===== src/rtl/tlc_row_scheduler_if.sv =====
// Row-load handshake between the row scheduler (master) and the TLC5941 bit shifter (slave).
interface tlc_row_scheduler_if #(
    parameter int unsigned ROW_BITS = 3
);
    logic                shift_req;
    logic                shift_mode;
    logic [ROW_BITS-1:0] shift_row;
    logic                shift_ack;
    logic                shift_done;

    modport master (
        output shift_req,
        output shift_mode,
        output shift_row,
        input  shift_ack,
        input  shift_done
    );

    modport slave (
        input  shift_req,
        input  shift_mode,
        input  shift_row,
        output shift_ack,
        output shift_done
    );
endinterface


===== src/rtl/tlc_row_scheduler.sv =====
// Sequences TLC5941 dot-correction boot and double-buffered grayscale row loads,
// swapping the displayed row on each grayscale-period wrap.
module tlc_row_scheduler #(
    parameter int unsigned ROWS     = 8,
    parameter int unsigned ROW_BITS = 3,
    parameter int unsigned UCNT_W   = 8
) (
    input  logic                       clock,
    input  logic                       reset,
    input  logic                       enable,
    input  logic                       dc_reload,
    input  logic                       gs_wrap,
    tlc_row_scheduler_if.master        shift,
    output logic                       led_mode,
    output logic                       led_blank,
    output logic                       led_xlat,
    output logic [ROWS-1:0]            row_en,
    output logic                       frame_start,
    output logic [UCNT_W-1:0]          underrun_cnt
);

    typedef enum logic [3:0] {
        S_IDLE,
        S_DC_REQ,
        S_DC_WAIT,
        S_DC_LAT,
        S_GS_REQ,
        S_GS_WAIT,
        S_READY,
        S_SWAP1,
        S_SWAP2
    } state_t;

    state_t              state;
    logic                dc_pending;
    logic [ROW_BITS-1:0] disp_row;
    logic [ROW_BITS-1:0] row_next;
    logic [ROW_BITS-1:0] disp_next;
    logic                wrap_underrun;

    assign row_next  = (shift.shift_row == ROW_BITS'(ROWS - 1)) ? '0
                                                                 : shift.shift_row + ROW_BITS'(1);
    assign disp_next = (disp_row == ROW_BITS'(ROWS - 1)) ? '0 : disp_row + ROW_BITS'(1);

    // A wrap arriving before the next row is latched means the current row repeats.
    assign wrap_underrun = gs_wrap && (state inside {S_DC_REQ, S_DC_WAIT, S_DC_LAT,
                                                     S_GS_REQ, S_GS_WAIT});

    always_ff @(posedge clock) begin
        if (reset) begin
            state            <= S_IDLE;
            shift.shift_req  <= 1'b0;
            shift.shift_mode <= 1'b1;
            shift.shift_row  <= '0;
            led_mode         <= 1'b1;
            led_blank        <= 1'b1;
            led_xlat         <= 1'b0;
            row_en           <= '0;
            frame_start      <= 1'b0;
            underrun_cnt     <= '0;
            dc_pending       <= 1'b1;
            disp_row         <= '0;
        end else if (!enable) begin
            state           <= S_IDLE;
            shift.shift_req <= 1'b0;
            shift.shift_row <= '0;
            led_mode        <= shift.shift_mode;
            led_blank       <= 1'b1;
            led_xlat        <= 1'b0;
            row_en          <= '0;
            frame_start     <= 1'b0;
            dc_pending      <= 1'b1;
            disp_row        <= '0;
        end else begin
            led_xlat    <= 1'b0;
            frame_start <= 1'b0;
            led_mode    <= shift.shift_mode;

            if (dc_reload) begin
                dc_pending <= 1'b1;
            end
            if (wrap_underrun && (underrun_cnt != '1)) begin
                underrun_cnt <= underrun_cnt + UCNT_W'(1);
            end

            case (state)
                S_IDLE: begin
                    led_blank        <= 1'b1;
                    row_en           <= '0;
                    shift.shift_req  <= 1'b1;
                    shift.shift_mode <= 1'b1;
                    state            <= S_DC_REQ;
                end
                S_DC_REQ: begin
                    if (shift.shift_ack) begin
                        shift.shift_req <= 1'b0;
                        state           <= S_DC_WAIT;
                    end
                end
                S_DC_WAIT: begin
                    if (shift.shift_done) begin
                        led_xlat <= 1'b1;
                        state    <= S_DC_LAT;
                    end
                end
                S_DC_LAT: begin
                    // A reload landing on the clear cycle must survive.
                    dc_pending       <= dc_reload;
                    shift.shift_req  <= 1'b1;
                    shift.shift_mode <= 1'b0;
                    shift.shift_row  <= disp_next;
                    state            <= S_GS_REQ;
                end
                S_GS_REQ: begin
                    if (shift.shift_ack) begin
                        shift.shift_req <= 1'b0;
                        state           <= S_GS_WAIT;
                    end
                end
                S_GS_WAIT: begin
                    if (shift.shift_done) begin
                        state <= S_READY;
                    end
                end
                S_READY: begin
                    if (gs_wrap) begin
                        led_blank <= 1'b1;
                        row_en    <= '0;
                        state     <= S_SWAP1;
                    end
                end
                S_SWAP1: begin
                    led_xlat <= 1'b1;
                    state    <= S_SWAP2;
                end
                S_SWAP2: begin
                    led_blank        <= 1'b0;
                    row_en           <= ROWS'(1) << shift.shift_row;
                    frame_start      <= (shift.shift_row == '0);
                    disp_row         <= shift.shift_row;
                    shift.shift_row  <= row_next;
                    shift.shift_req  <= 1'b1;
                    shift.shift_mode <= dc_pending;
                    state            <= dc_pending ? S_DC_REQ : S_GS_REQ;
                end
                default: begin
                    state <= S_IDLE;
                end
            endcase
        end
    end

endmodule

===== src/flat_wrapper.sv =====
// flat-port wrapper written by rule: the top's interface ports become plain ports
module tlc_row_scheduler_flat 
#(
    parameter int unsigned ROWS     = 8,
    parameter int unsigned ROW_BITS = 3,
    parameter int unsigned UCNT_W   = 8
)
  (clock, reset, enable, dc_reload, gs_wrap, led_mode, led_blank, led_xlat, row_en, frame_start, underrun_cnt, shift_shift_req, shift_shift_mode, shift_shift_row, shift_shift_ack, shift_shift_done);
  tlc_row_scheduler_if #(.ROW_BITS(ROW_BITS)) shift_i ();
  input  logic clock;
  input  logic reset;
  input  logic enable;
  input  logic dc_reload;
  input  logic gs_wrap;
  output logic led_mode;
  output logic led_blank;
  output logic led_xlat;
  output logic [ROWS-1:0] row_en;
  output logic frame_start;
  output logic [UCNT_W-1:0] underrun_cnt;
  output wire logic [$bits(shift_i.shift_req)-1:0] shift_shift_req;
  output wire logic [$bits(shift_i.shift_mode)-1:0] shift_shift_mode;
  output wire logic [$bits(shift_i.shift_row)-1:0] shift_shift_row;
  input wire logic [$bits(shift_i.shift_ack)-1:0] shift_shift_ack;
  input wire logic [$bits(shift_i.shift_done)-1:0] shift_shift_done;
  assign shift_shift_req = shift_i.shift_req;
  assign shift_shift_mode = shift_i.shift_mode;
  assign shift_shift_row = shift_i.shift_row;
  assign shift_i.shift_ack = shift_shift_ack;
  assign shift_i.shift_done = shift_shift_done;
  tlc_row_scheduler #(.ROWS(ROWS), .ROW_BITS(ROW_BITS), .UCNT_W(UCNT_W)) u_core (.clock(clock), .reset(reset), .enable(enable), .dc_reload(dc_reload), .gs_wrap(gs_wrap), .shift(shift_i), .led_mode(led_mode), .led_blank(led_blank), .led_xlat(led_xlat), .row_en(row_en), .frame_start(frame_start), .underrun_cnt(underrun_cnt));
endmodule

===== config.mk =====
export PLATFORM = sky130hd
export DESIGN_NAME = tlc_row_scheduler_flat
export DESIGN_NICKNAME = d
export VERILOG_FILES = /design/src/rtl/tlc_row_scheduler_if.sv /design/src/rtl/tlc_row_scheduler.sv /design/src/flat_wrapper.sv
export SDC_FILE = /design/constraint.sdc
export NUM_CORES = 1
export LEC_CHECK = 0
export CAP_MARGIN = 20
export CORE_MARGIN = 2
export CORE_UTILIZATION = 45
export DETAILED_ROUTE_END_ITERATION = 10
export PLACE_DENSITY = 0.72
export SLEW_MARGIN = 15
export SYNTH_ARGS = -nofsm -noshare
export SYNTH_HDL_FRONTEND = slang
export SYNTH_SLANG_ARGS = --single-unit

===== constraint.sdc =====
create_clock -name clock -period 2.3 [get_ports clock]
set_input_delay 0.345 -clock clock [delete_from_list [all_inputs] [get_ports clock]]
set_output_delay 0.345 -clock clock [all_outputs]
set_load 0.01 [all_outputs]

==> summary.rpt <==
RUN METRICS
----------------------------------------------------
[Status]
  Run status ........................ finished clean

[Final layout]
  Multi-input gate area ........................ 883 um^2
  Clock-cell share of area ........................ 2.70%
  Non-Clock Buffer Area Fraction ........................ 17.4%
  Most used cells in the layout excluding fill and tap cells ........................ sky130_fd_sc_hd__dfxtp_1 (33), sky130_fd_sc_hd__clkdlybuf4s50_1 (31), sky130_fd_sc_hd__nor2_1 (24), sky130_fd_sc_hd__nand2_1 (18), sky130_fd_sc_hd__a21oi_1 (14)
  Antenna Diode Count ........................ 0
  Signal inverters ........................ 8
  Synth-to-Final Area Change ........................ 24.7%
  Total of fill cells in the finished design ........................ 314

[Hold path]
  Hold EP ........................ u_core.row_en[0]
  Worst hold path class ........................ flop to flop
  Startpoint of the worst hold path ........................ u_core.row_en[0]

[Power and ir drop]
  Internal power ........................ 0.727 mW
  Switching share of power ........................ 25.2%
  Clock power share ........................ 32.7%
  Sequential group share of total power ........................ 60.2%
  Worst supply voltage drop on vdd ........................ 0.000310 V
  Proportion of power drawn by combinational gates ........................ 7.1%
  Leakage power figure ........................ 0.726 nW
  Power Total ........................ 0.971 mW
  Combinational cell power ........................ 0.0694 mW
  Power per standard cell area ........................ 476 nW/um^2
  Power in the clock group ........................ 0.317 mW

[Detailed routing]
  Number of iterations in the first detailed-routing pass ........................ 4
  Final routed wire length divided by cell count ........................ 12.8 um
  Per-cell via count in the routed design ........................ 5.33
  DR WL met2 ........................ 1590 um
  Length of routed met3 wiring ........................ 143 um
  Post-route antenna net violation count ........................ 0
  Sum of routed wire segments on met1 ........................ 1670 um
  Top layer in use ........................ met4
  Starting DRC count in detailed routing ........................ 168

[Synthesis]
  Cell area leaders ........................ sky130_fd_sc_hd__dfxtp_1 (40%), sky130_fd_sc_hd__ha_1 (6.9%), sky130_fd_sc_hd__nor2_1 (5.5%), sky130_fd_sc_hd__a21oi_1 (4.3%), sky130_fd_sc_hd__nand2_1 (4.1%)
  Cell type with the highest aggregate area in the netlist ........................ sky130_fd_sc_hd__dfxtp_1
  Share of cell area taken by muxes after synthesis ........................ 5.12%
  Proportion of synthesized flip-flops having asynchronous set or reset ........................ 0%
  Number of flops mapped to enable cells by yosys ........................ 0
  Avg Inst Size Synth ........................ 8.67 um^2
  Synth Warn # ........................ 0
  Most numerous cell in the Yosys netlist ........................ sky130_fd_sc_hd__dfxtp_1
  Most used flip-flop cell after synthesis ........................ sky130_fd_sc_hd__dfxtp_1
  Cell Type Count ........................ 42
  AND-OR/OR-AND share of the synthesized area ........................ 14.2%
  Chip Area, Yosys ........................ 1640 um^2
  Simple-gate share of the synthesized area ........................ 27.2%
  Cell area after synthesis ........................ 1640 um^2
  Top cells by count, synth ........................ sky130_fd_sc_hd__dfxtp_1 (33), sky130_fd_sc_hd__nor2_1 (24), sky130_fd_sc_hd__nand2_1 (18)
  Number of cell instances after yosys synthesis ........................ 189

[Flow run]
  Tool warning count ........................ 30
  Max-cap violations ........................ 0

[Critical path]
  Cell with the biggest individual delay on the critical path ........................ sky130_fd_sc_hd__dfxtp_1
  Worst Setup Start Kind ........................ flop
  Critical path data required time ........................ 2570 ps
  List of cells traversed by the critical path ........................ or3_4 -> nand4_2 -> or4_1 -> a21oi_1
  Arrival time at the worst endpoint ........................ 2040 ps
  Kind of capture point of the worst setup path ........................ flop
  Destination of the critical timing path ........................ u_core.underrun_cnt[6]
  Logic depth of the worst setup path including buffers ........................ 4
  FF-to-FF path depth ........................ 4
  Endpoint of the most critical register-to-register path ........................ u_core.underrun_cnt[6]
  Maximum cell stage delay along the critical path ........................ 640 ps

[Clocking]
  Buffers inserted during post-CTS setup optimization ........................ 0
  Clock tree from TritonCTS ........................ done
  CTS Buf Count ........................ 5
  Maximum buffer depth of the clock tree ........................ 2
  CTS-repair resized insts ........................ 0
  Number of clock sinks seen by CTS ........................ 33
  Hold buffer count at cts ........................ 0
  Latency at later pin ........................ 330 ps
  Clock transition at the registers of the reported paths ........................ 110 ps
  Clock root cell ........................ sky130_fd_sc_hd__clkbuf_4
  Deepest level of the CTS H-tree ........................ 2

[STA]
  Setup slack after layout ........................ 534 ps
  Transition time at the pin with the least slew margin ........................ 491 ps
  Share of the clock period used by the worst path ........................ 76.8%
  Clock Skew ........................ 6.12 ps
  Sum of negative setup slack ........................ 0 ps
  Count of final max-slew check failures ........................ 0
  Unrepaired setup endpoints after global routing ........................ false
  Count of final hold-check violations ........................ 0
  Final hold slack ........................ 467 ps
  Setup Viol. Count Final ........................ 0
  Period minus WS final ........................ 1770 ps
  Worst max-slew margin expressed relative to the limit ........................ 67.2%

[Placed design]
  Number of instances in the placed design ........................ 262
  Placer's final routability congestion estimate ........................ 0.853
  Placed inst area ........................ 1990 um^2
  Worst Setup Slack post-DPL ........................ 285 ps

[Die]
  Ports ........................ 32
  Vertical die size ........................ 64.3 um
  Tapcells ........................ 46
  Horizontal die dimension ........................ 64.3 um
  Core region area ........................ 3420 um^2
  Initial standard-cell utilization of the core ........................ 47.9%
  Number of rows in the core area ........................ 21

[Global routing]
  Largest net degree at the start of global routing ........................ 17
  Global routing met1 resource utilization ........................ 23.4%
  Antenna violations before repair ........................ 0
  Via count of the first global-routing pass ........................ 1359
  Global-route wire length before repair ........................ 6020 um

----------------------------------------------------
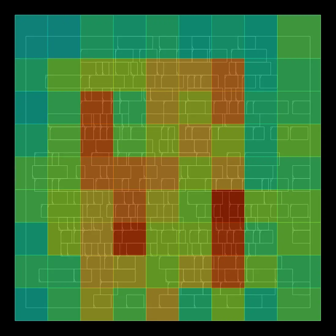
Fig. 1. Routing congestion map.
overall track demand over capacity in global routing: 18.4%
global routing met3 resource utilization: 3.87%
Most Crowded Layer GR: met2
final standard cell utilization of the core: 59.8%
grt met2 use: 29.7%

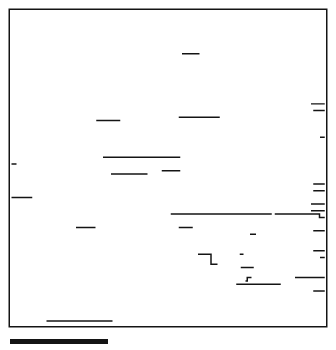
Fig. 2. Met3 routing.
Scale bar: 20 um.
The wires run mostly horizontal. The longest straight run is 20.2 um.
via count: 1440
routed wire length: 3460 um

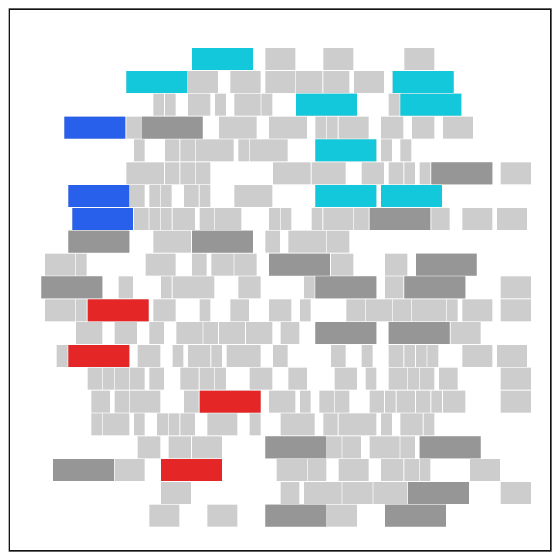
Fig. 3. Sequential cells grouped by signal name.
Other sequential cells in the stronger gray, the rest of the logic in the fainter gray.
Key: red = u_core.state [placed flops 4]; blue = u_core.disp_row [placed flops 3]; cyan = u_core.row_en [placed flops 8]
Another 18 sequential cells are not colored.
Reg area: 661 um^2
Seq group: 0.584 mW

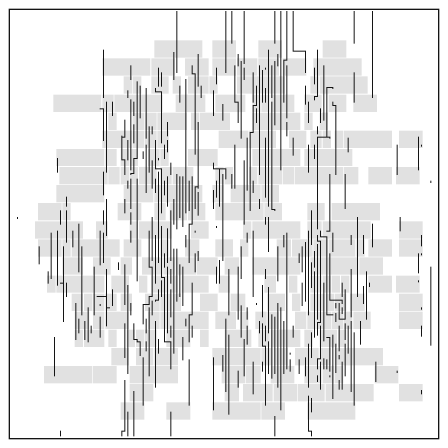
Fig. 4. The metal 2 layer.
195 nets have wire on it. The layer holds 46% of the routed length. The wires run mostly vertical.

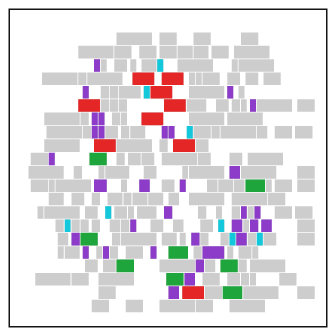
Fig. 5. Gate-type map.
Key: purple = nand cells [cells 32]; green = mux cells [cells 8]; cyan = inv cells [cells 8]; red = fa/ha/maj cells [cells 9]
Final Instance Count excl. Fillers: 270
most common library cell in the layout ignoring fill and taps: sky130_fd_sc_hd__dfxtp_1
multi-input combinational area share: 43.3%

Power and IR drop assume default switching activity.
